`config.mk`:
```
export PLATFORM = sky130hd
export DESIGN_NAME = sl_transmitter
export DESIGN_NICKNAME = d
export VERILOG_FILES = /design/src/rtl/sl_transmitter.sv
export SDC_FILE = /design/constraint.sdc
export NUM_CORES = 1
export LEC_CHECK = 0
export CAP_MARGIN = 40
export CORE_MARGIN = 1.5
export CORE_UTILIZATION = 40
export CTS_CLUSTER_DIAMETER = 100
export DETAILED_ROUTE_END_ITERATION = 6
export GPL_TIMING_DRIVEN = 0
export PLACE_DENSITY = 0.67
export SLEW_MARGIN = 20
export SYNTH_ARGS = -nofsm -noshare
export SYNTH_HDL_FRONTEND = slang
export SYNTH_SLANG_ARGS = --single-unit
export TNS_END_PERCENT = 30
```
`constraint.sdc`:
```
create_clock -name clk -period 4.89 [get_ports clk]
set_input_delay 0.978 -clock clk [delete_from_list [all_inputs] [get_ports clk]]
set_output_delay 0.978 -clock clk [all_outputs]
set_load 0.02 [all_outputs]
```
`src/rtl/sl_transmitter.sv`:
```
// Sending end of the two-wire SL link: shifts an N-bit word LSB-first onto the
// zeroes/ones pair, followed by an odd-parity bit and a both-low stop symbol.
module sl_transmitter #(
  parameter int LOW_CYCLES  = 16,
  parameter int HIGH_CYCLES = 16,
  parameter int GAP_CYCLES  = 32
) (
  input  logic        clk,
  input  logic        rst,
  input  logic [15:0] wr_config_w,
  input  logic [31:0] tx_data_w,
  input  logic        start_i,
  output logic        serial_line_zeroes_o,
  output logic        serial_line_ones_o,
  output logic        busy_o,
  output logic        done_o,
  output logic [15:0] status_w
);

  typedef enum logic [2:0] {IDLE, BIT_LOW, BIT_HIGH, STOP_LOW, STOP_HIGH} state_t;

  localparam logic [5:0] LOW_LAST  = 6'(LOW_CYCLES - 1);
  localparam logic [5:0] HIGH_LAST = 6'(HIGH_CYCLES - 1);
  localparam logic [5:0] STOP_LAST = 6'(HIGH_CYCLES + GAP_CYCLES - 1);

  state_t      state_q, state_d;
  logic [5:0]  cyc_q, cyc_d;
  logic [5:0]  bit_q, bit_d;
  logic [31:0] data_q, data_d;
  logic        par_q, par_d;
  logic [15:0] cfg_q, cfg_d;
  logic        zeroes_q, zeroes_d;
  logic        ones_q, ones_d;
  logic        busy_q, busy_d;
  logic        done_q, done_d;
  logic        bqe_q, bqe_d;
  logic        ovr_q, ovr_d;
  logic        wsf_q, wsf_d;

  logic [5:0]  start_n;
  logic        start_ok;
  logic [31:0] masked;
  logic        bit_val;
  logic        unused_cfg;

  assign start_n    = wr_config_w[6:1];
  assign start_ok   = (start_n != 6'd0) && (start_n <= 6'd32);
  assign unused_cfg = ^{cfg_q[15:7], cfg_q[0]};

  always_comb begin
    for (int i = 0; i < 32; i++) masked[i] = tx_data_w[i] & (6'(i) < start_n);
  end

  always_comb begin
    state_d = state_q;
    cyc_d   = cyc_q;
    bit_d   = bit_q;
    data_d  = data_q;
    par_d   = par_q;
    cfg_d   = cfg_q;
    bqe_d   = bqe_q;
    ovr_d   = ovr_q;
    wsf_d   = wsf_q;
    done_d  = 1'b0;

    // A request in the done cycle still counts as overlapping the old frame.
    if (start_i && (busy_q || done_q)) ovr_d = 1'b1;

    case (state_q)
      IDLE: begin
        if (start_i && !done_q) begin
          if (start_ok) begin
            state_d = BIT_LOW;
            cyc_d   = 6'd0;
            bit_d   = 6'd0;
            data_d  = masked;
            par_d   = ~^masked;
            cfg_d   = wr_config_w;
            bqe_d   = 1'b0;
            ovr_d   = 1'b0;
            wsf_d   = 1'b0;
          end else begin
            bqe_d  = 1'b1;
            done_d = 1'b1;
          end
        end
      end
      BIT_LOW: begin
        if (cyc_q == LOW_LAST) begin
          state_d = BIT_HIGH;
          cyc_d   = 6'd0;
        end else cyc_d = cyc_q + 6'd1;
      end
      BIT_HIGH: begin
        if (cyc_q == HIGH_LAST) begin
          cyc_d   = 6'd0;
          data_d  = data_q >> 1;
          bit_d   = bit_q + 6'd1;
          state_d = (bit_q < cfg_q[6:1]) ? BIT_LOW : STOP_LOW;
        end else cyc_d = cyc_q + 6'd1;
      end
      STOP_LOW: begin
        if (cyc_q == LOW_LAST) begin
          state_d = STOP_HIGH;
          cyc_d   = 6'd0;
        end else cyc_d = cyc_q + 6'd1;
      end
      STOP_HIGH: begin
        if (cyc_q == STOP_LAST) begin
          state_d = IDLE;
          cyc_d   = 6'd0;
          done_d  = 1'b1;
          wsf_d   = 1'b1;
        end else cyc_d = cyc_q + 6'd1;
      end
      default: state_d = IDLE;
    endcase

    // Line levels follow the next state so every output stays registered.
    bit_val  = (bit_d == cfg_d[6:1]) ? par_d : data_d[0];
    zeroes_d = ~(((state_d == BIT_LOW) && !bit_val) || (state_d == STOP_LOW));
    ones_d   = ~(((state_d == BIT_LOW) && bit_val) || (state_d == STOP_LOW));
    busy_d   = (state_d != IDLE);
  end

  always_ff @(posedge clk or posedge rst) begin
    if (rst) begin
      state_q  <= IDLE;
      cyc_q    <= 6'd0;
      bit_q    <= 6'd0;
      data_q   <= 32'd0;
      par_q    <= 1'b0;
      cfg_q    <= 16'h0020;
      zeroes_q <= 1'b1;
      ones_q   <= 1'b1;
      busy_q   <= 1'b0;
      done_q   <= 1'b0;
      bqe_q    <= 1'b0;
      ovr_q    <= 1'b0;
      wsf_q    <= 1'b0;
    end else begin
      state_q  <= state_d;
      cyc_q    <= cyc_d;
      bit_q    <= bit_d;
      data_q   <= data_d;
      par_q    <= par_d;
      cfg_q    <= cfg_d;
      zeroes_q <= zeroes_d;
      ones_q   <= ones_d;
      busy_q   <= busy_d;
      done_q   <= done_d;
      bqe_q    <= bqe_d;
      ovr_q    <= ovr_d;
      wsf_q    <= wsf_d;
    end
  end

  assign serial_line_zeroes_o = zeroes_q;
  assign serial_line_ones_o   = ones_q;
  assign busy_o               = busy_q;
  assign done_o               = done_q;
  assign status_w             = {13'd0, wsf_q, ovr_q, bqe_q};

endmodule

```
==> impl_metrics.env <==
# source this file to load flow results
export IMPL_rows=36
export IMPL_inv_count=14
export IMPL_comb_cell_share_pct=46.0
export IMPL_start_kind="input port"
export IMPL_postSynthSeqShare_pct=37.8
export IMPL_maxCapViolations=0
export IMPL_hold_buffers=0
export IMPL_yosysTopAreaCell="dfrtp_1"
export IMPL_first_pass_iters=5
export IMPL_ys_seq_elements=61
export IMPL_routedWlPerCell_um=17.0
export IMPL_synth_warnings=0
export IMPL_stdcell_area_sq_mm=0.00494
export IMPL_crit_type="in -> reg"
export IMPL_maxSlewHeadroom_pct=52.1
export IMPL_synth_edff_count=0
export IMPL_cts_tree="built"
export IMPL_cts_buffers=9
export IMPL_insertion_delay_ps=350
export IMPL_p_per_area_mw_per_mm2=250
export IMPL_die_size_y_um=104
export IMPL_hold_class="reg -> reg"
export IMPL_ant_nets=0
export IMPL_antenna_found_initial=0
export IMPL_grt_pass1_vias=3614
export IMPL_fin_skew_ps=14.9
export IMPL_run_status="complete, no violations"
export IMPL_netlist_instances=448
export IMPL_drc_errors=0
export IMPL_cp_arrival_ps=4530
export IMPL_overflow=0
export IMPL_seq_cells=61
export IMPL_fin_cells=656
export IMPL_nNetsFinal=576
export IMPL_flop_area_sq_mm=0.00153
export IMPL_root_buffer="clkbuf_8"
export IMPL_fp_util_pct=41.3
==> final timing paths <==
path / start / end / slack (ps) / cells past startpoint
max in group asynchronous: rst / serial_line_zeroes_o / 3350 / 3
worst max register to register: state_q[0] / serial_line_ones_o / 1430 / 9
worst max-delay path: wr_config_w[1] / serial_line_ones_o / 640 / 11
worst min register to register: data_q[29] / data_q[28] / 480 / 2
worst min-delay path: data_q[29] / data_q[28] / 480 / 2
min in group asynchronous: rst / cyc_q[0] / 970 / 2
==> flip-flops by register name, indices dropped and copies added (netlist names), 3 cells and up <==
name	count
bit_q	6
cfg_q	6
cyc_q	6
data_q	32
state_q	3
==> power breakdown <==
part           switching (mW)  internal (mW)  leakage, nW  total, mW
clock                   0.217          0.235       0.0923      0.451
combinational           0.122          0.129         1.24      0.251
sequential            0.00881          0.524        0.749      0.533
==> cell usage after synthesis, types with 11 or more instances <==
master,count
buf_4,16
nand2_1,40
xnor2_1,17
nor2_1,32
a221o_1,23
clkbuf_1,27
inv_1,14
nor3b_1,11
a21oi_1,18
dfrtp_1,58
o21ai_0,33
==> worst max-delay path, stage by stage <==
cell             delay (ps)
clkdlybuf4s50_1         500
or4_1                   530
buf_2                   190
or3_1                   360
nand3_1                 150
buf_2                   270
mux2i_1                 290
xnor2_1                 140
a2111oi_2               590
mux2_1                  390
o21ai_1                 140
==> cells by family after synthesis <==
kind of cell,Yosys count,synth area share (%)
flip-flops,61,37.8
adder cells (fa/ha/maj),7,2.16
AND-OR/OR-AND,134,24.7
AND/OR/NAND/NOR,144,18.5
XOR/XNOR,28,6.73
buffers and inverters,62,7.29
other,1,0.0925
multiplexers,11,2.78
==> per-layer routing <==
metal | vias up | global-route usage [%]
met1 | 1812 | 27.7
met3 | 24 | 3.52
met4 | 0 | 8.53
met2 | 143 | 35.6
li1 | 1760 | -
met5 | - | 0
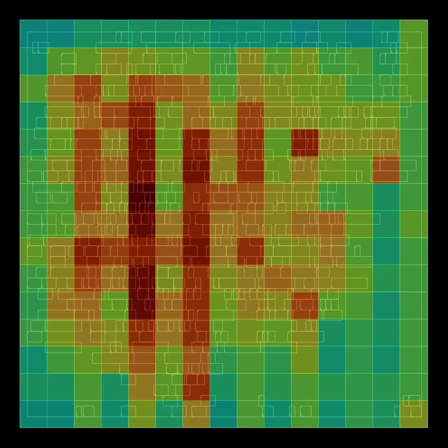
(images/congestion.png)
gr usage total: 21.4%
GRT met1 Usage: 27.7%

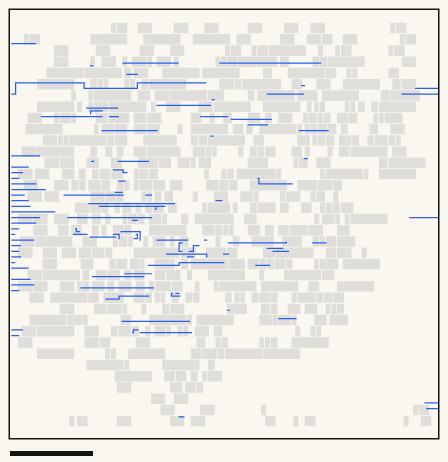
(images/layer_met3.png)
Bar = 20 um. Cells faint in the background.
The layer carries 596 um of wire. The wires run mostly horizontal.

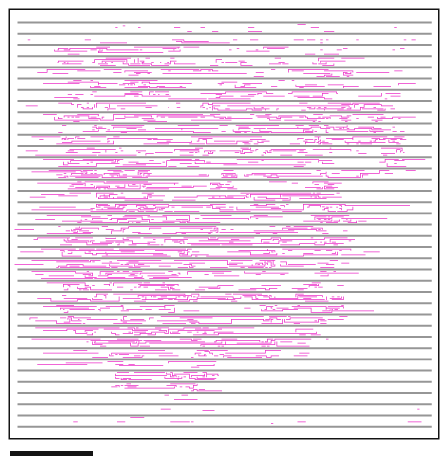
(images/layer_met1.png)
Bar = 20 um. Supply wires on this layer in gray.
522 nets have wire on it. The layer carries 4,980 um of wire. The layer holds 45% of the routed length.
vias: 3,739
Routed WL: 11,200 um

Power figures rest on the tool's default switching activity, not on a simulated workload.
